<file path="src/rtl/mnacidpro_seq.sv">
// Protocol sequencer for the nucleic-acid purification chip: steps the valve map and
// peristaltic pump through load, lyse, mix, bind, wash and elute for programmable stroke counts.
module mnacidpro_seq #(
    parameter int PUMP_DIV = 4,
    parameter int STROKE_W = 16
) (
    input  logic                clk,
    input  logic                rst_n,
    input  logic                start,
    input  logic                abort,
    input  logic [STROKE_W-1:0] load_n,
    input  logic [STROKE_W-1:0] lyse_n,
    input  logic [STROKE_W-1:0] mix_n,
    input  logic [STROKE_W-1:0] bind_n,
    input  logic [STROKE_W-1:0] wash_n,
    input  logic [STROKE_W-1:0] elute_n,
    output logic                lysis_ctrl,
    output logic                wash_ctrl,
    output logic                elute_ctrl,
    output logic                dead_end_ctrl,
    output logic                vertical_ctrl,
    output logic                horiz_ctrl,
    output logic                waste_ctrl,
    output logic                bead_ctrl,
    output logic                loop_exit_ctrl,
    output logic                bead_trap_ctrl,
    output logic                collect_ctrl,
    output logic [2:0]          pump,
    output logic [2:0]          state_o,
    output logic                busy,
    output logic                done,
    output logic                aborted
);

    localparam logic [2:0] S_IDLE  = 3'd0;
    localparam logic [2:0] S_LOAD  = 3'd1;
    localparam logic [2:0] S_LYSE  = 3'd2;
    localparam logic [2:0] S_MIX   = 3'd3;
    localparam logic [2:0] S_BIND  = 3'd4;
    localparam logic [2:0] S_WASH  = 3'd5;
    localparam logic [2:0] S_ELUTE = 3'd6;
    localparam logic [2:0] S_DONE  = 3'd7;

    localparam int              DIV_W      = (PUMP_DIV > 1) ? $clog2(PUMP_DIV) : 1;
    localparam logic [DIV_W-1:0] DIV_LAST  = DIV_W'(PUMP_DIV - 1);
    localparam logic [2:0]      PHASE_LAST = 3'd5;

    // Bit positions in the internal valve vector.
    localparam int V_LYSIS     = 10;
    localparam int V_WASH      = 9;
    localparam int V_ELUTE     = 8;
    localparam int V_DEAD_END  = 7;
    localparam int V_VERTICAL  = 6;
    localparam int V_HORIZ     = 5;
    localparam int V_WASTE     = 4;
    localparam int V_BEAD      = 3;
    localparam int V_LOOP_EXIT = 2;
    localparam int V_BEAD_TRAP = 1;
    localparam int V_COLLECT   = 0;

    logic [2:0]          state, state_nxt;
    logic [DIV_W-1:0]    div, div_nxt;
    logic [2:0]          phase, phase_nxt;
    logic [STROKE_W-1:0] stroke, stroke_nxt;
    logic                aborted_nxt;
    logic [STROKE_W-1:0] step_n;
    logic                step_last;
    logic [10:0]         valves;

    always_comb begin
        step_n = '0;
        case (state)
            S_LOAD:  step_n = load_n;
            S_LYSE:  step_n = lyse_n;
            S_MIX:   step_n = mix_n;
            S_BIND:  step_n = bind_n;
            S_WASH:  step_n = wash_n;
            S_ELUTE: step_n = elute_n;
            default: step_n = '0;
        endcase
    end

    // A zero-stroke step still occupies one cycle; otherwise leave on the last phase of stroke N-1.
    assign step_last = (step_n == '0) ||
                       ((div == DIV_LAST) && (phase == PHASE_LAST) &&
                        (stroke == step_n - STROKE_W'(1)));

    // NOTE: every variable gets a default at the top of the block, so no path leaves one
    // unassigned and no latch is inferred.
    always_comb begin
        state_nxt   = state;
        div_nxt     = div;
        phase_nxt   = phase;
        stroke_nxt  = stroke;
        aborted_nxt = 1'b0;
        if (abort && (state != S_IDLE)) begin
            state_nxt   = S_IDLE;
            div_nxt     = '0;
            phase_nxt   = '0;
            stroke_nxt  = '0;
            aborted_nxt = 1'b1;
        end else if ((state == S_IDLE) || (state == S_DONE)) begin
            if (start) begin
                state_nxt  = S_LOAD;
                div_nxt    = '0;
                phase_nxt  = '0;
                stroke_nxt = '0;
            end
        end else if (step_last) begin
            state_nxt  = state + 3'd1;
            div_nxt    = '0;
            phase_nxt  = '0;
            stroke_nxt = '0;
        end else if (div == DIV_LAST) begin
            div_nxt = '0;
            if (phase == PHASE_LAST) begin
                phase_nxt  = '0;
                stroke_nxt = stroke + STROKE_W'(1);
            end else begin
                phase_nxt = phase + 3'd1;
            end
        end else begin
            div_nxt = div + DIV_W'(1);
        end
    end

    // NOTE: sequential state uses non-blocking assignments so every register samples
    // the pre-edge values regardless of statement order.
    always_ff @(posedge clk or negedge rst_n) begin
        if (!rst_n) begin
            state   <= S_IDLE;
            div     <= '0;
            phase   <= '0;
            stroke  <= '0;
            aborted <= 1'b0;
        end else begin
            state   <= state_nxt;
            div     <= div_nxt;
            phase   <= phase_nxt;
            stroke  <= stroke_nxt;
            aborted <= aborted_nxt;
        end
    end

    always_comb begin
        valves = '1;
        case (state)
            S_LOAD: begin
                valves[V_BEAD]      = 1'b0;
                valves[V_BEAD_TRAP] = 1'b0;
                valves[V_WASTE]     = 1'b0;
            end
            S_LYSE: begin
                valves[V_LYSIS]    = 1'b0;
                valves[V_DEAD_END] = 1'b0;
            end
            S_MIX: begin
                valves[V_VERTICAL] = 1'b0;
                valves[V_HORIZ]    = 1'b0;
            end
            S_BIND: begin
                valves[V_LOOP_EXIT] = 1'b0;
                valves[V_BEAD_TRAP] = 1'b0;
                valves[V_WASTE]     = 1'b0;
            end
            S_WASH: begin
                valves[V_WASH]      = 1'b0;
                valves[V_BEAD_TRAP] = 1'b0;
                valves[V_WASTE]     = 1'b0;
            end
            S_ELUTE: begin
                valves[V_ELUTE]     = 1'b0;
                valves[V_BEAD_TRAP] = 1'b0;
                valves[V_COLLECT]   = 1'b0;
            end
            default: valves = '1;
        endcase
    end

    always_comb begin
        pump = 3'b111;
        if (busy) begin
            case (phase)
                3'd0:    pump = 3'b110;
                3'd1:    pump = 3'b100;
                3'd2:    pump = 3'b101;
                3'd3:    pump = 3'b001;
                3'd4:    pump = 3'b011;
                3'd5:    pump = 3'b010;
                default: pump = 3'b111;
            endcase
        end
    end

    assign busy    = (state != S_IDLE) && (state != S_DONE);
    assign done    = (state == S_DONE);
    assign state_o = state;

    assign lysis_ctrl     = valves[V_LYSIS];
    assign wash_ctrl      = valves[V_WASH];
    assign elute_ctrl     = valves[V_ELUTE];
    assign dead_end_ctrl  = valves[V_DEAD_END];
    assign vertical_ctrl  = valves[V_VERTICAL];
    assign horiz_ctrl     = valves[V_HORIZ];
    assign waste_ctrl     = valves[V_WASTE];
    assign bead_ctrl      = valves[V_BEAD];
    assign loop_exit_ctrl = valves[V_LOOP_EXIT];
    assign bead_trap_ctrl = valves[V_BEAD_TRAP];
    assign collect_ctrl   = valves[V_COLLECT];

endmodule

</file>
<file path="config.mk">
export PLATFORM = sky130hd
export DESIGN_NAME = mnacidpro_seq
export DESIGN_NICKNAME = d
export VERILOG_FILES = /design/src/rtl/mnacidpro_seq.sv
export SDC_FILE = /design/constraint.sdc
export NUM_CORES = 1
export LEC_CHECK = 0
export ABC_CLOCK_PERIOD_IN_PS = 6900
export CELL_PAD_IN_SITES_DETAIL_PLACEMENT = 0
export CELL_PAD_IN_SITES_GLOBAL_PLACEMENT = 1
export CORE_ASPECT_RATIO = 0.7
export CORE_MARGIN = 1
export CORE_UTILIZATION = 48
export DETAILED_ROUTE_END_ITERATION = 8
export DONT_BUFFER_PORTS = 1
export GPL_ROUTABILITY_DRIVEN = 0
export GPL_TIMING_DRIVEN = 0
export HOLD_SLACK_MARGIN = 0.02
export PLACE_DENSITY = 0.9
export SYNTH_ARGS = -nofsm -noshare
export SYNTH_HDL_FRONTEND = slang
export SYNTH_SLANG_ARGS = --single-unit
</file>
<file path="constraint.sdc">
create_clock -name clk -period 6.9 [get_ports clk]
set_input_delay 1.38 -clock clk [delete_from_list [all_inputs] [get_ports clk]]
set_output_delay 1.38 -clock clk [all_outputs]
set_load 0.02 [all_outputs]
</file>
==> flow_metrics.tcl, run 1 <==
# collected from the flow reports
set metrics [dict create \
    clock_skew_ns 0.00258 \
    grt-busiest-layer "met2" \
    critPathKind "register to register" \
    period_used_share 0.688 \
    yosysUniqueCellTypes 65 \
    synth_top_flop_cell "dfrtp_1" \
    tns_ns 0 \
    setup.worst_path.start_class "register" \
    worst-path-buf-inv 7 \
    grt_overflow 0 \
    leakage_nw 1.13 \
    clk_latency_ns 0.28 \
    synthAdderAreaFrac 0.0483 \
    top_register "stroke" \
    drive_above_1_share 0.144 \
    r2r_cells 17 \
    yosys.stat.seqShare 0.219 \
    grt_pass1_vias 2488 \
    ys_sh_simple 0.233 \
    synth_async_sr_flop_share 1.00 \
    timing.final.max_slew_violations 0 \
    ys_sh_mux 0.0869 \
    antenna_found_initial 0 \
    path_cells "buf_6 > buf_4 > inv_1 > ha_1 > clkbuf_1 > clkbuf_1 > a21oi_1 > ha_1 > inv_1 > or4_1 > a2111oi_0 > nor3_1 > a311oi_2 > a21oi_4 > nor2_8 > buf_6 > nor2_1" \
    top_cells_by_area "dfrtp_1, mux2_2, xnor2_1, nand2_1, ha_1" \
    yosysWarnings 0 \
    top_area_cell "dfrtp_1" \
    ys_sh_aoi 0.259 \
    postCtsHoldBufs 0 \
    yosys-stat-cells 329 \
    dp_cells 404 \
    worstMarginPinSlew_ns 0.867 \
    port_buffers 0 \
    antenna_left 0 \
    dr.pass1.iters 5 \
    cts_root_buf "clkbuf_8" \
    p_total_mw 1.23 \
    synth-area-yosys_um2 2850 \
    final_cell_mix "nand2_1, dfrtp_1, nor2_1" \
    status "complete, no violations" \
    floorplan.nets 440 \
    ir_drop_mv 0.280 \
    tritoncts "done" \
    drv_cap 0 \
    cp_top_family "AND-OR/OR-AND gates" \
    fp.coreArea_um2 5730 \
    synth_cells 329 \
    synth-seq-cells 25 \
    initCoreUtil 0.498 \
    crit_cells 17 \
    rrSetupSlack_ns 2.15 \
    die_x_um 94.1 \
    antenna_cells 0 \
    top_cell "nand2_1" \
    ios 120 \
    cts_made_buffers 3 \
    critPathLaunch "state_o[2]$_DFFE_PN0P_" \
    lay_top_count "nand2_1" \
    fin_cells 408 \
    clockBufferDepth 2 \
    drc 0 \
    dpl.hpwl_um 6160 \
    rr_startpoint "state_o[2]$_DFFE_PN0P_" \
    grt_max_degree 26 \
    holdWs_ns 0.527 \
    crit_path_end "stroke[2]$_DFFE_PN0P_" \
    top_cell_area_share 0.219 \
    synthesis.area_um2 2850 \
    relSlewSlack 0.421 \
    max_stage_delay_ns 0.61 \
    path_max_fanout 10 \
    die_area_um2 6250 \
    post-cts-setup-buffers 0 \
    log.warning_count 31 \
    nets 445 \
    top_logic_kind "AND-OR/OR-AND gates" \
    edf_count 0 \
    hold_start "div[1]$_DFFE_PN0P_" \
    fmax_ghz 0.211 \
    common_cells "nand2_1, dfrtp_1, nor2_1" \
    crit_required_ns 7.08 \
    drt-met1-wl_um 3740 \
    post-route-min-period_ns 4.75 \
    hold_viol 0 \
    p_per_area_nw_per_um2 409 \
    htree_levels 1 \
    vias 2619 \
    largest_reg_flops 16 \
    route.met2.wl_um 3350 \
    place_ws_ns 2.18 \
    synth-xor-area-share 0.0953 \
    dr.max_layer_used "met4" \
    die_h_um 66.5 \
    via_per_inst 6.42 \
    cts_resized 0 \
    crit_path_end_kind "register" \
    rsz0062_at_grt "no" \
    cts.clk_slew.worst_paths_ns 0.09 \
    place_area_um2 2940 \
    cp.arrival_ns 4.93 \
    grt_pass1_wl_um 12200 \
    regToRegEndpoint "stroke[2]$_DFFE_PN0P_" \
    finalSetupViolations 0 \
    min_path_type "register to register" \
    wl_met3_um 509 \
    drt_iter0_markers 172 \
    wirelength_um 7660 \
    wl_per_cell_um 18.8 \
    avgSynthCellArea_um2 8.66 \
    std_cell_rows 23 \
    slowest_stage "or4_1" \
    cts.sinks 25 \
    hold_depth 1 \
    holdPathEnd "div[1]$_DFFE_PN0P_" \
]
## run 1: final cells by class
type                            instances  area [um^2]
Tap cell                               75         93.8
Inverter                               14         52.6
Clock buffer                            3         41.3
Buffer                                 20          114
Clock inverter                          1         7.51
Multi-Input combinational cell        270         2060
Fill cell                             539         2730
Sequential cell                        25          626
## run 1: worst reg2reg max path: cells and delay by family, from the launching register on
kind | cells | cell delay (ns)
AND-OR/OR-AND | 4 | 1.31
adder cells (fa/ha/maj) | 2 | 0.50
AND/OR/NAND/NOR | 4 | 0.98
buffers and inverters | 7 | 1.29
flip-flops | 1 | 0.55
## run 1: where the power goes
part	internal, mW	switching [mW]	total, mW
clock network	0.0411	0.0516	0.0927
logic	0.345	0.597	0.942
registers	0.162	0.0290	0.191
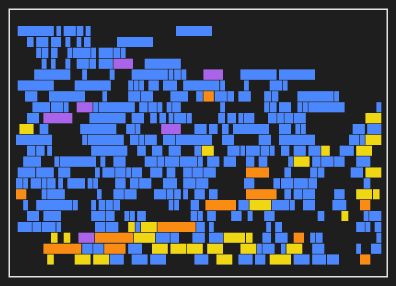
**Above:** run 1 (drive-strength map).
(4 px per um)
legend:
  purple:
    size: drive 6 and up
    cells: 6
    share: 1.8%
  yellow:
    size: drive 2
    cells: 30
    share: 9.0%
  orange:
    size: drive 3 to 4
    cells: 12
    share: 3.6%
  blue:
    size: drive 1 or less
    cells: 285
    share: 86%
Final Cell Area: 3000 um^2
P&R area growth vs syn: 5.18%
Final Worst Setup Slack: 2.15 ns
Non-CTS buffers: 20

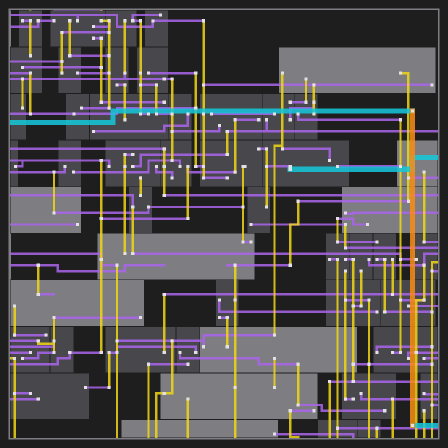
**Above:** run 1 (zoomed window).
Window x 11 to 36, y 37 to 62 um. Cells in grey, sequential cells in the stronger grey; small squares are vias.
legend:
  orange:
    layer: met4
  yellow:
    layer: met2
  purple:
    layer: met1
  cyan:
    layer: met3
most frequent: nor2_1 (7), dfrtp_1 (6), nand2_1 (5)
sequential cells in the window: 6
cells with their middle in the window: 44
netlist names of flops here include: stroke (3), phase (2)

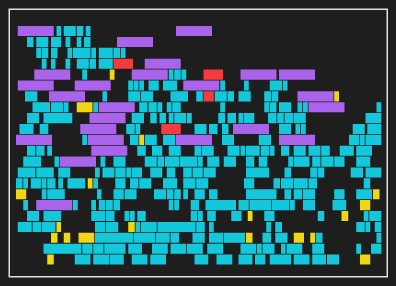
**Above:** run 1 (cells coloured by class).
(4 px per um)
legend:
  cyan:
    class: all other logic
    cells: 284
    share_of_their_area: 73%
  red:
    class: clock drivers and dummy loads
    cells: 4
    share_of_their_area: 1.7%
  yellow:
    class: other buffers and delay cells
    cells: 20
    share_of_their_area: 3.9%
  purple:
    class: flip-flops
    cells: 25
    share_of_their_area: 22%

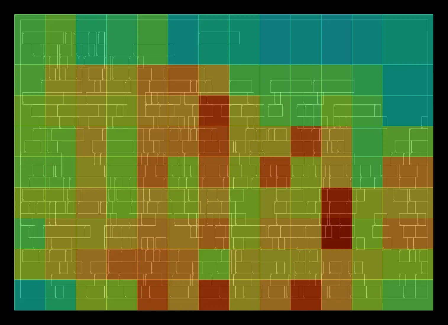
**Above:** run 1 (congestion heat map).
met2 GRT Util: 0.407
met1 Usage GRT: 0.361
total track usage: 0.254
GR Util met3: 0.0457
Util after Layout: 0.523

==> run 1 -> run 2 <==
ABC_CLOCK_PERIOD_IN_PS = 4500   (was 6900)
CORE_UTILIZATION = 47   (was 48)
PLACE_DENSITY = 0.89   (was 0.9)
clock period = 4.5 ns   (was 6.9 ns; I/O delays follow)
==> flow_metrics.tcl, run 2 <==
# collected from the flow reports
set metrics [dict create \
    status "complete, no violations" \
    grt-busiest-layer "met2" \
    holdWs_ns 0.311 \
    fillers 548 \
    htree_levels 1 \
    wl_met3_um 535 \
    crit_path_end "stroke[8]$_DFFE_PN0P_" \
    postCtsHoldBufs 0 \
    clk_latency_ns 0.27 \
    top_cell_area_share 0.219 \
    final_cell_mix "nand2_1, dfrtp_1, nor2_1" \
    cts.clk_slew.worst_paths_ns 0.09 \
    die_x_um 95.1 \
    yosys-stat-cells 329 \
    regToRegEndpoint "stroke[8]$_DFFE_PN0P_" \
    die_h_um 67.2 \
    critPathLaunch "state_o[0]$_DFFE_PN0P_" \
    place_area_um2 2940 \
    worstMarginPinSlew_ns 0.872 \
    ys_sh_simple 0.233 \
    place_ws_ns -0.219 \
    r2r_cells 16 \
    synth_cells 329 \
    ios 120 \
    drive_above_1_share 0.174 \
    sw_frac_of_total 0.546 \
    track_usage 0.243 \
    top_cells_by_area "dfrtp_1, mux2_2, xnor2_1, nand2_1, ha_1" \
    final_area_um2 3040 \
    vias 2682 \
    cts.sinks 25 \
    synth-xor-area-share 0.0953 \
    post-route-util 0.526 \
    via_per_inst 6.56 \
    clockBufferDepth 2 \
    std_cell_rows 23 \
    min_path_type "input pin to async pin" \
    cp.arrival_ns 4.41 \
    dp_cells 404 \
    dr.max_layer_used "met4" \
    hold_viol 0 \
    syn_to_final_growth_pct 6.67 \
    top_logic_kind "AND-OR/OR-AND gates" \
    power.share.clock 0.070 \
    antenna_found_initial 0 \
    crit_cells 16 \
    p_comb_frac 0.777 \
    p_int_mw 0.873 \
    tns_ns 0 \
    wirelength_um 7690 \
    yosysUniqueCellTypes 65 \
    relSlewSlack 0.418 \
    grt_pass1_wl_um 11900 \
    setup.worst_path.start_class "register" \
    power_frac_seq 0.153 \
    edf_count 0 \
    fin_cells 409 \
    fmax_ghz 0.235 \
    p_total_mw 1.93 \
    nets 446 \
    cp_top_family "AND-OR/OR-AND gates" \
    leakage_nw 1.14 \
    die_area_um2 6380 \
    timing.final.max_slew_violations 0 \
    avgSynthCellArea_um2 8.66 \
    synthAdderAreaFrac 0.0483 \
    crit_path_end_kind "register" \
    top_cell "nand2_1" \
    grt_util_met2 0.394 \
    use_met1 0.357 \
    period_used_share 0.945 \
    top_register "stroke" \
    top_area_cell "dfrtp_1" \
    wl_per_cell_um 18.8 \
    rrSetupSlack_ns 0.25 \
    finalSetupViolations 0 \
    synthesis.area_um2 2850 \
    crit_required_ns 4.66 \
    slowest_stage "or4_1" \
    setup_ws_ns 0.249 \
]
[run 2: power by group through the flow]
stage	registers (mW)	clock network (mW)	logic (mW)
final	0.294	0.135	1.50
after detailed placement	0.296	0	1.42
after CTS	0.292	0.136	1.47
after global placement	0.296	0	1.40
after floorplan	0.289	0	1.16
after global routing	0.299	0.149	1.63
[run 2: layout make-up]
class                      instances  area share
buffer                            19      0.0366
clock buffer                       3      0.0136
clock inverter                     1     0.00247
inverter                          14      0.0173
multi-input combinational        270       0.687
sequential                        25       0.207
tap                               75      0.0309
timing repair buffer               2     0.00494
[run 2: repair_timing]
| item | 4_1_cts | 5_1_grt |
|---|---|---|
| hold endpoints to repair | 0 | 0 |
| resized | 4 | 8 |
| pin swaps | 2 | 0 |
| setup buffers | 2 | 0 |
| endpoints found under the setup margin | 23 | 23 |
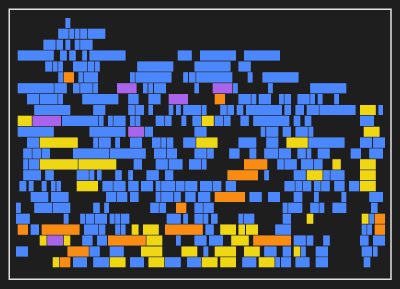
**Above:** run 2 (drive-strength map).
(4 px per um)
legend:
  blue:
    size: drive 1 or less
    cells: 276
    share: 83%
  yellow:
    size: drive 2
    cells: 37
    share: 11%
  orange:
    size: drive 3 to 4
    cells: 15
    share: 4.5%
  purple:
    size: drive 6 and up
    cells: 6
    share: 1.8%

**Run 2: signal wires on met1**

(4 px per um)
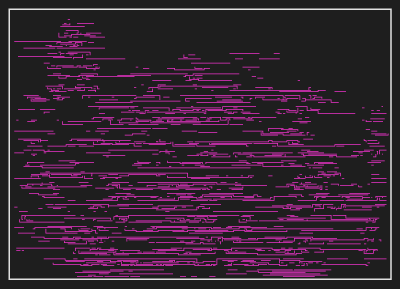

==> run 2 -> run 3 <==
ABC_CLOCK_PERIOD_IN_PS = unset   (was 4500)
CAP_MARGIN = 25   (was unset)
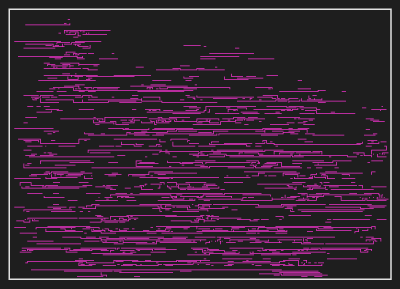
**Above:** run 3 (signal wires on met1).
(4 px per um)
nets with wire on the layer: 395
share of all routed wire: 49%
main direction: horizontal
wire length on this layer: 3780 um
longest straight run: 62.6 um
met1 Usage GRT: 0.367
final WL: 7670 um
via count: 2680

==> flow_metrics.tcl, run 3 <==
# collected from the flow reports
set metrics [dict create \
    edf_count 0 \
    grt-busiest-layer "met2" \
    r2r_cells 16 \
    p_comb_frac 0.778 \
    timing.final.max_slew_violations 0 \
    worstMarginPinSlew_ns 0.834 \
    regToRegEndpoint "stroke[8]$_DFFE_PN0P_" \
    cp.arrival_ns 4.45 \
    critPathKind "register to register" \
    power.share.clock 0.070 \
    inverters_excl_clock 14 \
    floorplan.nets 440 \
    htree_levels 1 \
    ir_drop_mv 0.437 \
    rsz0062_at_grt "no" \
    drc 0 \
    cts_resized 4 \
    area_dominant_class "logic gates" \
    synth-area-yosys_um2 2850 \
    synth-xor-area-share 0.0953 \
    grt_pass1_wl_um 12000 \
    cts_made_buffers 3 \
    clockBufferCount 3 \
    taps 75 \
    cts.clk_slew.worst_paths_ns 0.09 \
    leakage_nw 1.16 \
    initCoreUtil 0.493 \
    tns_ns 0 \
    synth_async_sr_flop_share 1.00 \
    dpl.hpwl_um 6160 \
    ys_sh_mux 0.0869 \
    dr.pass1.iters 5 \
    clock_skew_ns 0.00778 \
    syn_to_final_growth_pct 7.38 \
    wl_met3_um 515 \
    top_power_group "combinational cells" \
    top_register "stroke" \
    cts_root_buf "clkbuf_8" \
    clk_latency_ns 0.27 \
    p_total_mw 1.95 \
    drt_iter0_markers 226 \
    wl_per_cell_um 18.6 \
    synthAdderAreaFrac 0.0483 \
    fillers 562 \
    drt-met1-wl_um 3780 \
    fin_cells 413 \
    top_cell_area_share 0.219 \
    clock_area_frac 0.0159 \
    final_cell_mix "nand2_1, dfrtp_1, nor2_1" \
    status "complete, no violations" \
    max_stage_delay_ns 0.61 \
    comb_share 0.679 \
    post-cts-setup-buffers 1 \
    relSlewSlack 0.443 \
    synth_cells 329 \
    setup_ws_ns 0.210 \
    synth-seq-cells 25 \
    grt_pass1_vias 2396 \
    power_frac_seq 0.151 \
    cts.sinks 25 \
    die_area_um2 6380 \
    track_usage 0.243 \
    comb_cell_power_mw 1.52 \
    grt_util_met2 0.379 \
    crit_path_end_kind "register" \
    post-route-min-period_ns 4.29 \
    final_area_um2 3060 \
    synthesis.area_um2 2850 \
    logic_gates 270 \
    setup.worst_path.start_class "register" \
    logic_area_um2 2080 \
    largest_reg_flops 16 \
    yosys-stat-cells 329 \
    p_int_mw 0.898 \
    lay_top_count "nand2_1" \
    pg_clk_mw 0.137 \
    regArea_um2 629 \
    route.met2.wl_um 3370 \
    ys_sh_simple 0.233 \
    top_logic_kind "AND-OR/OR-AND gates" \
    common_cells "nand2_1, dfrtp_1, nor2_1" \
    seq_cell_power_mw 0.295 \
    via_per_inst 6.49 \
    min_path_type "input pin to async pin" \
    tritoncts "done" \
    top_cell "nand2_1" \
    dr.max_layer_used "met4" \
    post-route-util 0.529 \
    period_used_share 0.953 \
    top_area_cell "dfrtp_1" \
    nonClkBufAreaFrac 0.0511 \
    antenna_left 0 \
    yosys.stat.seqShare 0.219 \
    log.warning_count 31 \
    top_cells_by_area "dfrtp_1, mux2_2, xnor2_1, nand2_1, ha_1" \
    holdWs_ns 0.310 \
    cp_top_family "AND-OR/OR-AND gates" \
    yosysUniqueCellTypes 65 \
    ff_count 25 \
    grt.met3_usage 0.0405 \
    antenna_cells 0 \
    crit_required_ns 4.66 \
    rrSetupSlack_ns 0.21 \
    synth_top_flop_cell "dfrtp_1" \
    hold_viol 0 \
    fp.coreArea_um2 5780 \
    rr_startpoint "state_o[2]$_DFFE_PN0P_" \
    ios 120 \
    dp_cells 405 \
    worst-path-buf-inv 5 \
    finalSetupViolations 0 \
    grt_max_degree 26 \
    antenna_found_initial 0 \
    drv_cap 0 \
    p_per_area_nw_per_um2 637 \
    buffers 25 \
    clockBufferDepth 2 \
    std_cell_rows 23 \
    slowest_stage "or4_1" \
    port_buffers 0 \
    p_sw_mw 1.05 \
    postCtsHoldBufs 0 \
    sw_frac_of_total 0.540 \
    place_ws_ns -0.191 \
    place_area_um2 2950 \
    ys_sh_aoi 0.259 \
    die_x_um 95.1 \
    path_cells "buf_6 > buf_4 > inv_1 > ha_2 > a32o_1 > a221oi_4 > ha_2 > inv_1 > or4_1 > a2111oi_1 > nor3_1 > a311oi_2 > a21oi_4 > nor2_8 > buf_6 > nor2_1" \
    nets 450 \
    fmax_ghz 0.233 \
    drive_above_1_share 0.178 \
    die_h_um 67.2 \
    yosysWarnings 0 \
    sh_seq_area 0.206 \
    grt_overflow 0 \
    avgSynthCellArea_um2 8.66 \
    path_max_fanout 10 \
]
-- run 3: cell counts after synthesis --
Identical to the previous run, type by type.
-- run 3: worst max path at each step --
stage | cells past startpoint | to | from | slack, ns
after floorplan | 17 | stroke[10]$_DFFE_PN0P_ | state_o[2]$_DFFE_PN0P_ | 0.62
after global placement | 17 | stroke[15]$_DFFE_PN0P_ | state_o[2]$_DFFE_PN0P_ | -0.12
after detailed placement | 17 | stroke[2]$_DFFE_PN0P_ | state_o[2]$_DFFE_PN0P_ | -0.19
after CTS | 17 | stroke[8]$_DFFE_PN0P_ | state_o[2]$_DFFE_PN0P_ | 0.006
after global routing | 16 | stroke[8]$_DFFE_PN0P_ | state_o[0]$_DFFE_PN0P_ | 0.02
final | 16 | stroke[8]$_DFFE_PN0P_ | state_o[2]$_DFFE_PN0P_ | 0.21
Power and IR drop assume default switching activity.
